==> src/rtl/regfile_write_arbiter.sv <==
// Two-source register-file write arbiter. Each source has a one-entry holding buffer.
// When both buffers are pending, the older entry wins. A tie between two new entries goes to the source that was not granted last.
module regfile_write_arbiter #(
    parameter int DATA_W = 8,
    parameter int ADDR_W = 3
) (
    input  logic              clk,
    input  logic              reset,
    input  logic              alu_valid,
    output logic              alu_ready,
    input  logic [ADDR_W-1:0] alu_addr,
    input  logic [DATA_W-1:0] alu_data,
    input  logic              mem_valid,
    output logic              mem_ready,
    input  logic [ADDR_W-1:0] mem_addr,
    input  logic [DATA_W-1:0] mem_data,
    output logic              rf_we,
    output logic [ADDR_W-1:0] rf_waddr,
    output logic [DATA_W-1:0] rf_wdata,
    output logic              grant_mem,
    output logic [7:0]        conflict_cnt
);

    logic              pend_alu;
    logic              pend_mem;
    logic [ADDR_W-1:0] addr_alu;
    logic [ADDR_W-1:0] addr_mem;
    logic [DATA_W-1:0] data_alu;
    logic [DATA_W-1:0] data_mem;
    logic              older_mem;       // 1: the mem entry arrived before the alu entry
    logic              last_grant_mem;  // 1: the most recent grant went to mem
    logic              gnt_alu;
    logic              gnt_mem;
    logic              load_alu;
    logic              load_mem;
    logic              older_mem_nxt;
    logic              last_grant_mem_nxt;

    // Grants depend only on registered state, so ready has no path from valid.
    always_comb begin
        gnt_alu = pend_alu & (~pend_mem | ~older_mem);
        gnt_mem = pend_mem & (~pend_alu | older_mem);
    end

    assign alu_ready = ~pend_alu | gnt_alu;
    assign mem_ready = ~pend_mem | gnt_mem;
    assign load_alu  = alu_valid & alu_ready;
    assign load_mem  = mem_valid & mem_ready;

    always_comb begin
        last_grant_mem_nxt = last_grant_mem;
        if (gnt_mem) begin
            last_grant_mem_nxt = 1'b1;
        end else if (gnt_alu) begin
            last_grant_mem_nxt = 1'b0;
        end

        older_mem_nxt = older_mem;
        if (load_alu && load_mem) begin
            older_mem_nxt = ~last_grant_mem_nxt;
        end else if (load_alu) begin
            older_mem_nxt = 1'b1;
        end else if (load_mem) begin
            older_mem_nxt = 1'b0;
        end
    end

    always_ff @(posedge clk or negedge reset) begin
        if (!reset) begin
            pend_alu       <= 1'b0;
            pend_mem       <= 1'b0;
            addr_alu       <= '0;
            addr_mem       <= '0;
            data_alu       <= '0;
            data_mem       <= '0;
            older_mem      <= 1'b0;
            last_grant_mem <= 1'b1;
            rf_we          <= 1'b0;
            rf_waddr       <= '0;
            rf_wdata       <= '0;
            grant_mem      <= 1'b0;
            conflict_cnt   <= 8'd0;
        end else begin
            if (load_alu) begin
                pend_alu <= 1'b1;
                addr_alu <= alu_addr;
                data_alu <= alu_data;
            end else if (gnt_alu) begin
                pend_alu <= 1'b0;
            end

            if (load_mem) begin
                pend_mem <= 1'b1;
                addr_mem <= mem_addr;
                data_mem <= mem_data;
            end else if (gnt_mem) begin
                pend_mem <= 1'b0;
            end

            older_mem      <= older_mem_nxt;
            last_grant_mem <= last_grant_mem_nxt;
            rf_we          <= gnt_alu | gnt_mem;

            if (gnt_mem) begin
                rf_waddr  <= addr_mem;
                rf_wdata  <= data_mem;
                grant_mem <= 1'b1;
            end else if (gnt_alu) begin
                rf_waddr  <= addr_alu;
                rf_wdata  <= data_alu;
                grant_mem <= 1'b0;
            end

            if (pend_alu && pend_mem && conflict_cnt != 8'hFF) begin
                conflict_cnt <= conflict_cnt + 8'd1;
            end
        end
    end

endmodule
==> config.mk <==
export PLATFORM = sky130hd
export DESIGN_NAME = regfile_write_arbiter
export DESIGN_NICKNAME = d
export VERILOG_FILES = /design/src/rtl/regfile_write_arbiter.sv
export SDC_FILE = /design/constraint.sdc
export NUM_CORES = 1
export LEC_CHECK = 0
export ABC_AREA = 1
export CORE_ASPECT_RATIO = 0.9
export CORE_UTILIZATION = 49
export CTS_CLUSTER_SIZE = 8
export DETAILED_ROUTE_END_ITERATION = 8
export PLACE_DENSITY = 0.84
export SLEW_MARGIN = 25
export SYNTH_ARGS = -nofsm -noshare
export SYNTH_HDL_FRONTEND = slang
export SYNTH_SLANG_ARGS = --single-unit
==> constraint.sdc <==
create_clock -name clk -period 1.8 [get_ports clk]
set_clock_uncertainty 0.2 [all_clocks]
set_input_delay 0.27 -clock clk [delete_from_list [all_inputs] [get_ports clk]]
set_output_delay 0.27 -clock clk [all_outputs]
set_load 0.1 [all_outputs]
==> flow_summary.toml <==
# generated from flow reports
[placement]
dp_hpwl_um = 3590
place_congestion = 0.844
io_buffer_count = 48
pre_cts_slack_ns = 0.158

[synthesis]
netlist_area_um2 = 2080
postSynthSeqShare_pct = 56.5
floorplan.nets = 274
netlist_instances = 247
area_leaders = "dfrtp_1 (55%), nand2_1 (18%), nand3_1 (14%), inv_1 (2.0%), dfstp_2 (1.3%)"
yosysTopAreaCell = "dfrtp_1"
synth.distinct_cells = 21
avgSynthCellArea_um2 = 8.43
ys_ff = 47
top_cell_area_share_pct = 55.3
ys_area_um2 = 2080

[job]
tool_warnings = 26
cap_viol_max_count = 0

[floorplanning]
die_h_um = 63.9
dieWidth_um = 70.7
coreArea_um2 = 4070
boundaryPins = 49
initial_utilization_pct = 51.1
dieArea_um2 = 4520

[power_and_ir_drop]
seq-power_mw = 1.71
p_comb_mw = 3.02
p_clk_share_pct = 12.1
power.leakage_nw = 1.47
p_total_mw = 5.37
powerClk_mw = 0.649
power-top-group = "combinational cells"
pwr-share-comb_pct = 56.2
p_per_area_nw_per_um2 = 1800
swShare_pct = 49.3
power_switching_mw = 2.65
power_frac_seq_pct = 31.7
max-vdd-ir-drop_mv = 1.02
internal_power_mw = 2.72

[worst_setup_path]
cp.arrival_ns = 1.23
start_kind = "flip-flop"
crit_type = "flip-flop to output port"
critPathCaptureType = "output port"
required_ns = 1.33
cp_max_fo = 9

[timing]
post-route-min-period_ns = 1.70
finalSetupTns_ns = 0
rsz0062_at_grt = "false"
relSlewSlack_pct = 71.7
period_used_pct = 94.6
final_max_slew_viol_count = 0
worst_pin_slew_ns = 0.424
setup_viol_count_final = 0
fin_ws_ns = 0.0966
fmax_mhz = 587
hold_viol_final = 0

[final_layout]
regArea_um2 = 1190
areaGrowthSynthToFinish_pct = 43.1
nFillCells = 288
drive_above_1_share_pct = 19.3
nNetsFinal = 327
antenna_cells = 0
final-comb-area_um2 = 793
layout_top_cell = "nand2_1"
final_cell_mix = "nand2_1 (97), nand3_1 (58), dfrtp_1 (38)"

[global_routing]
antenna_found_initial = 0
grt_pass1_vias = 1674
grt_pass1_wl_um = 8290
grt_max_degree = 48
grt_overflow = 0
grt_use_total_pct = 24.6

[clock_network]
cts_buffers = 5
clock_latency_ns = 0.29
clkSlewWorstSetupHoldPaths_ns = 0.08
cts_root_buffer = "clkbuf_8"
cts-htree-levels = 2
ctsLongestPathBuffers = 2
cts_sinks = 47
cts_tree = "built"

[drt]
wl_per_cell_um = 14.4
drcViolationCount = 8
totalWireLength_um = 5020
first_pass_iters = 7
initialDrtViolationCount = 269
ant_nets = 0
via_per_inst = 5.30
dr_wl_met2_um = 2310
vias = 1851

[status]
violations = "DRC"
outcome = "finished with violations"

[hold_path]
holdCritPathClass = "input port to asynchronous set/reset pin"
==> kinds of logic (layout without fill, tap and decap cells) <==
| family | Yosys count | count (layout) | share of synthesized area [%] |
|---|---|---|---|
| adder cells (fa/ha/maj) | 1 | 1 | 0.601 |
| flip-flops | 47 | 47 | 56.5 |
| buffers and inverters | 25 | 79 | 5.77 |
| XOR/XNOR | 3 | 3 | 1.26 |
| AND/OR/NAND/NOR | 169 | 169 | 35.4 |
| AND-OR/OR-AND | 2 | 2 | 0.480 |
==> repair_timing <==
action | in CTS | in global routing
gates resized | 0 | 2
setup buffers | 0 | 0
hold buffers | 1 | 0
setup endpoints to repair | 0 | 2
endpoints found under the hold margin | 47 | 0
==> cells in the mapped netlist <==
library cell,instances
o21ai_0,2
nand2_4,2
buf_2,4
inv_1,11
clkbuf_1,3
buf_6,2
nor2_1,5
xnor2_1,1
ha_1,1
dfstp_2,1
dfrtp_1,46
nand2_2,3
nand4_1,2
inv_2,2
nand2_1,98
inv_4,1
buf_4,1
nor2_2,1
nand3_1,58
xor2_1,2
buf_1,1
==> registers in the layout (all words and copies together) (netlist names) <==
| name | flops |
|---|---|
| addr_alu | 3 |
| older_mem | 1 |
| data_mem | 8 |
| rf_waddr | 3 |
| addr_mem | 3 |
| pend_alu | 1 |
| grant_mem | 1 |
| conflict_cnt | 8 |
| rf_we | 1 |
| rf_wdata | 8 |
| last_grant_mem | 1 |
| data_alu | 8 |
| pend_mem | 1 |
==> layer usage <==
| layer | vias up | track usage, % |
|---|---|---|
| li1 | 891 | - |
| met1 | 864 | 36.2 |
| met2 | 90 | 36.7 |
| met3 | 6 | 6.15 |
| met4 | 0 | 5.75 |
| met5 | - | 0 |
==> through the flow <==
stage / cell area [um^2] / hold WS [ns] / cells
finish: 2980 / 0.271 / 349
global route: 2980 / 0.303 / 349
CTS: 2970 / 0.281 / 349
detailed placement: 2870 / 0.0696 / 340
global placement: 2870 / 0.0645 / 340
floorplan: 2100 / -0.226 / 247
==> path summary, 6_finish.rpt <==
path	startpoint	to	slack [ns]	cells past startpoint
setup / recovery	pend_mem$_DFFE_PN0P_	alu_ready	0.1	4
hold / removal	reset	data_mem[0]$_DFFE_PN0P_	0.27	3
setup reg to reg	older_mem$_DFFE_PN0P_	older_mem$_DFFE_PN0P_	0.17	7
hold reg to reg	data_alu[3]$_DFFE_PN0P_	data_alu[3]$_DFFE_PN0P_	0.28	2
max in group asynchronous	reset	last_grant_mem$_DFF_PN1_	0.86	3
min in group clk	data_alu[3]$_DFFE_PN0P_	data_alu[3]$_DFFE_PN0P_	0.28	2
==> area by class of cell <==
type / count / area share (%)
flip-flops and latches: 47 / 40.0
inverters: 14 / 1.85
clock inverters: 1 / 0.168
clock buffers: 7 / 2.90
repair buffers: 57 / 26.4
well taps: 48 / 2.02
multi-input cells: 175 / 26.6
==> critical path, stage by stage, from the launching register on <==
cell and delay, ns:
dfrtp_1 0.39, nand2_1 0.13, inv_4 0.09, nand2_4 0.13, buf_12 0.19
==> images/placement.png <==
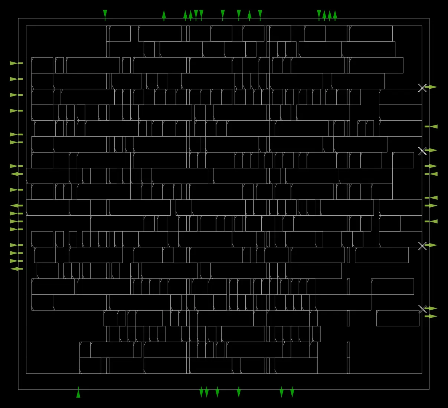
number of sequential cells: 47
TAP cells: 48
final core utilization: 73.2%
FP Rows: 22

==> images/layer_met3.png <==
The bar under the picture is 20 um long.
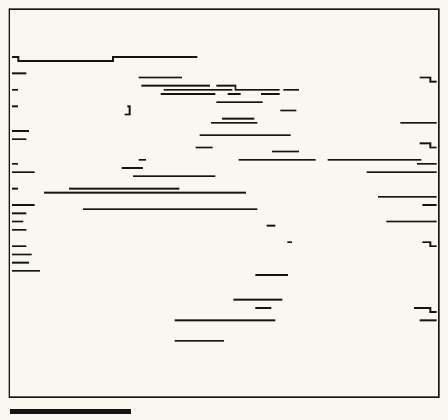
The wires run mostly horizontal. The longest straight run is 33.1 um. 52 nets have wire on it.

Power and IR drop assume default switching activity.
